==> src/rtl/eff_switch_ctrl_pkg.sv <==
// Shared types for the effect-selection control path.
// Also supplies the select width used by the effect pipeline.
package eff_switch_ctrl_pkg;

    localparam int EFF_SEL_WIDTH = 16;
    localparam int EFF_REQ_WIDTH = EFF_SEL_WIDTH + 1;

    typedef enum logic [1:0] {
        IDLE,
        RAMP_DN,
        FLUSH,
        RAMP_UP
    } eff_ctrl_state_t;

endpackage

==> src/rtl/eff_switch_debounce.sv <==
// Two-flop synchroniser and per-sample stability filter
// for the raw switch request word.
module eff_switch_debounce #(
    parameter int WIDTH      = 17,
    parameter int STABLE_LEN = 1024,
    localparam int CW        = $clog2(STABLE_LEN + 1)
) (
    input  logic             clk,
    input  logic             rst,
    input  logic             tick_i,
    input  logic [WIDTH-1:0] req_i,
    output logic [WIDTH-1:0] cand_o,
    output logic             stable_o
);

    logic [WIDTH-1:0] sync_q;
    logic [WIDTH-1:0] req_q;
    logic [WIDTH-1:0] cand_q, cand_d;
    logic [CW-1:0]    cnt_q, cnt_d;

    always_comb begin
        cand_d = cand_q;
        cnt_d  = cnt_q;
        if (tick_i) begin
            if (req_q != cand_q) begin
                cand_d = req_q;
                cnt_d  = '0;
            end else if (cnt_q != CW'(STABLE_LEN)) begin
                cnt_d = cnt_q + CW'(1);
            end
        end
    end

    always_ff @(posedge clk) begin
        if (rst) begin
            sync_q <= '0;
            req_q  <= '0;
            cand_q <= '0;
            cnt_q  <= '0;
        end else begin
            sync_q <= req_i;
            req_q  <= sync_q;
            cand_q <= cand_d;
            cnt_q  <= cnt_d;
        end
    end

    // True when a tick now would bring the count to STABLE_LEN (or it is there).
    assign stable_o = (req_q == cand_q) &&
                      (cnt_q >= CW'(STABLE_LEN - 1));
    assign cand_o   = cand_q;

endmodule

==> src/rtl/eff_switch_ctrl.sv <==
// Click-free effect-selection sequencer: debounced request,
// ramp gain down, swap selection, flush, ramp gain back up.
module eff_switch_ctrl
    import eff_switch_ctrl_pkg::*;
#(
    parameter int RAMP_LEN   = 256,
    parameter int FLUSH_LEN  = 64,
    parameter int STABLE_LEN = 1024,
    parameter int GAIN_WIDTH = $clog2(RAMP_LEN) + 1
) (
    input  logic                     clk,
    input  logic                     rst,
    input  logic                     en_req,
    input  logic [EFF_SEL_WIDTH-1:0] sel_req,
    input  logic                     smp_tick,
    output logic                     en_o,
    output logic [EFF_SEL_WIDTH-1:0] sel_o,
    output logic [GAIN_WIDTH-1:0]    gain_o,
    output logic                     busy_o
);

    localparam int FW = $clog2(FLUSH_LEN + 1);

    eff_ctrl_state_t          state_q, state_d;
    logic [GAIN_WIDTH-1:0]    gain_q, gain_d;
    logic [EFF_REQ_WIDTH-1:0] app_q, app_d;
    logic [EFF_REQ_WIDTH-1:0] pend_q, pend_d;
    logic [FW-1:0]            flush_q, flush_d;
    logic                     busy_q, busy_d;
    logic [EFF_REQ_WIDTH-1:0] cand;
    logic                     stable;

    eff_switch_debounce #(
        .WIDTH      (EFF_REQ_WIDTH),
        .STABLE_LEN (STABLE_LEN)
    ) u_debounce (
        .clk      (clk),
        .rst      (rst),
        .tick_i   (smp_tick),
        .req_i    ({en_req, sel_req}),
        .cand_o   (cand),
        .stable_o (stable)
    );

    always_comb begin
        state_d = state_q;
        gain_d  = gain_q;
        app_d   = app_q;
        pend_d  = pend_q;
        flush_d = flush_q;
        if (smp_tick) begin
            unique case (state_q)
                IDLE: begin
                    if (stable && (cand != app_q)) begin
                        pend_d  = cand;
                        state_d = RAMP_DN;
                    end
                end
                RAMP_DN: begin
                    if (gain_q <= GAIN_WIDTH'(1)) begin
                        gain_d  = '0;
                        app_d   = pend_q;
                        flush_d = '0;
                        state_d = FLUSH;
                    end else begin
                        gain_d = gain_q - GAIN_WIDTH'(1);
                    end
                end
                FLUSH: begin
                    flush_d = flush_q + FW'(1);
                    if (flush_q >= FW'(FLUSH_LEN - 1)) begin
                        state_d = RAMP_UP;
                    end
                end
                RAMP_UP: begin
                    if (gain_q >= GAIN_WIDTH'(RAMP_LEN - 1)) begin
                        gain_d  = GAIN_WIDTH'(RAMP_LEN);
                        state_d = IDLE;
                    end else begin
                        gain_d = gain_q + GAIN_WIDTH'(1);
                    end
                end
                default: state_d = RAMP_UP;
            endcase
        end
        busy_d = (state_d != IDLE);
    end

    always_ff @(posedge clk) begin
        if (rst) begin
            state_q <= RAMP_UP;
            gain_q  <= '0;
            app_q   <= '0;
            pend_q  <= '0;
            flush_q <= '0;
            busy_q  <= 1'b1;
        end else begin
            state_q <= state_d;
            gain_q  <= gain_d;
            app_q   <= app_d;
            pend_q  <= pend_d;
            flush_q <= flush_d;
            busy_q  <= busy_d;
        end
    end

    assign en_o   = app_q[EFF_REQ_WIDTH-1];
    assign sel_o  = app_q[EFF_SEL_WIDTH-1:0];
    assign gain_o = gain_q;
    assign busy_o = busy_q;

endmodule

==> config.mk <==
export PLATFORM = sky130hd
export DESIGN_NAME = eff_switch_ctrl
export DESIGN_NICKNAME = d
export VERILOG_FILES = /design/src/rtl/eff_switch_ctrl_pkg.sv /design/src/rtl/eff_switch_debounce.sv /design/src/rtl/eff_switch_ctrl.sv
export SDC_FILE = /design/constraint.sdc
export NUM_CORES = 1
export LEC_CHECK = 0
export ABC_AREA = 1
export ABC_CLOCK_PERIOD_IN_PS = 2400
export CAP_MARGIN = 5
export CELL_PAD_IN_SITES_DETAIL_PLACEMENT = 2
export CELL_PAD_IN_SITES_GLOBAL_PLACEMENT = 2
export CORE_UTILIZATION = 32
export DETAILED_ROUTE_END_ITERATION = 12
export PLACE_DENSITY_LB_ADDON = 0.12
export SYNTH_ARGS = -nofsm -noshare
export SYNTH_HDL_FRONTEND = slang
export SYNTH_SLANG_ARGS = --single-unit
==> constraint.sdc <==
create_clock -name clk -period 2.4 [get_ports clk]
set_input_delay 0.36 -clock clk [delete_from_list [all_inputs] [get_ports clk]]
set_output_delay 0.36 -clock clk [all_outputs]
set_load 0.02 [all_outputs]
**The clock network**

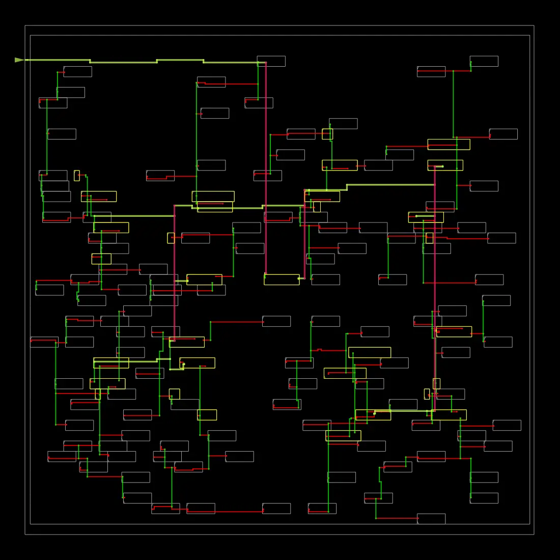
Fin Clk Skew: 0.00832 ns
FFs & Latches: 115

**Drive-strength map**

The bar under the picture is 50 um long.
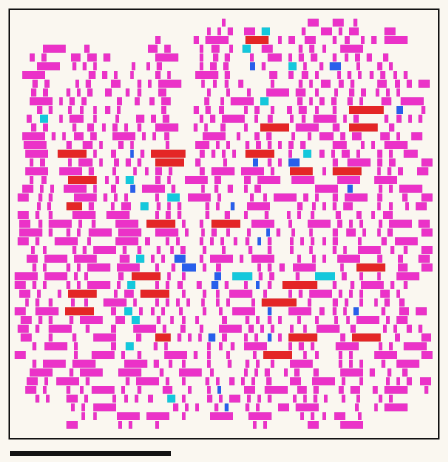
size	colour	cells	most used
x1 and smaller	magenta	820	nor2_1
x6 and larger	red	25	clkbuf_16
x3 and x4	cyan	17	buf_4
x2	blue	22	inv_2

**Signal wires on met4**

Supply wires on this layer in grey.
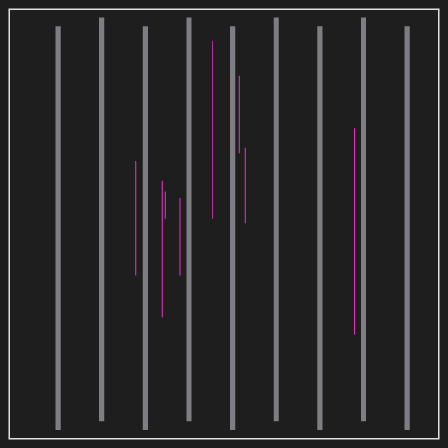
main direction	vertical
nets with wire on the layer	6
share of all routed wire	1.6%
longest straight run	63.9 um
wire length on this layer	275 um

**Clock distribution**

The bar under the picture is 50 um long.
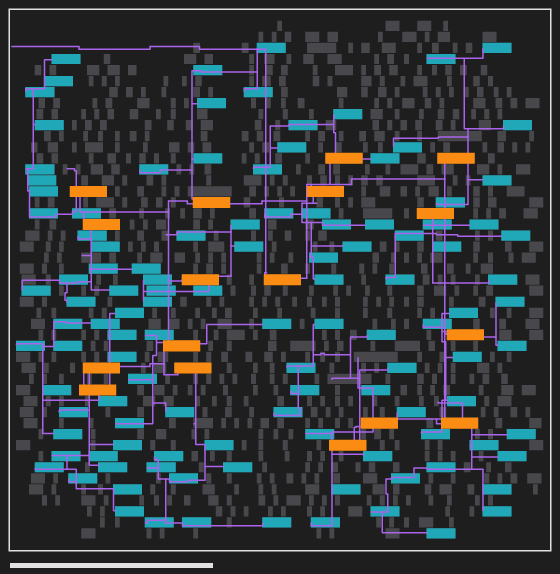
[flip-flops] cyan | count: 115
[clock-net drivers] orange | count: 17
[clock wires] purple | length: 1,750 um
routed clock nets	18
flops lie	spread over the die

==> impl_metrics.tcl <==
# collected from the flow reports
set metrics [dict create \
    topCellsByArea "dfxtp_1, nor2_1, nand2_1" \
    worstHoldPathCells 2 \
    rsz0062_at_grt "no" \
    simple_gate_area_share_pct 29.3 \
    clock.latency.late_pin_ns 0.41 \
    lay_top_count "nor2_1" \
    relSlewSlack_pct 30.4 \
    cpMostUsedCell "nand2_1" \
    synthMuxAreaShare_pct 0 \
    finalHoldViolations 0 \
    n_all_inverters 145 \
    dp_cells 1070 \
    period_needed_ns 2.16 \
    tool_warnings 29 \
    ff_latch_area_um2 2300 \
    grt_pass1_wl_mm 29.0 \
    grt_use_met3_pct 4.45 \
    portBuffers 46 \
    grt_use_total_pct 21.0 \
    busiest_layer "met2" \
    clkPwrFrac_pct 49.2 \
    status "completed" \
    crit_chain "inv_1 > nand4_1 > nand2_1 > nand2_1 > nand2_1 > nand3_1 > o21ai_0 > nand2_1 > nor2_1" \
    hold_end "u_debounce.req_q[11]" \
    finalSetupViolCount 0 \
    logic_gates 532 \
    comb_cell_power_mw 0.696 \
    r2r_cells 9 \
    p_seq_mw 2.08 \
    cts_resized 0 \
    synth.yosys.chip_area_um2 5500 \
    synthTopLogicFamily "simple AND/OR/NAND/NOR gates" \
    numSynthFlops 115 \
    powerDensity_nw_per_um2 798 \
]
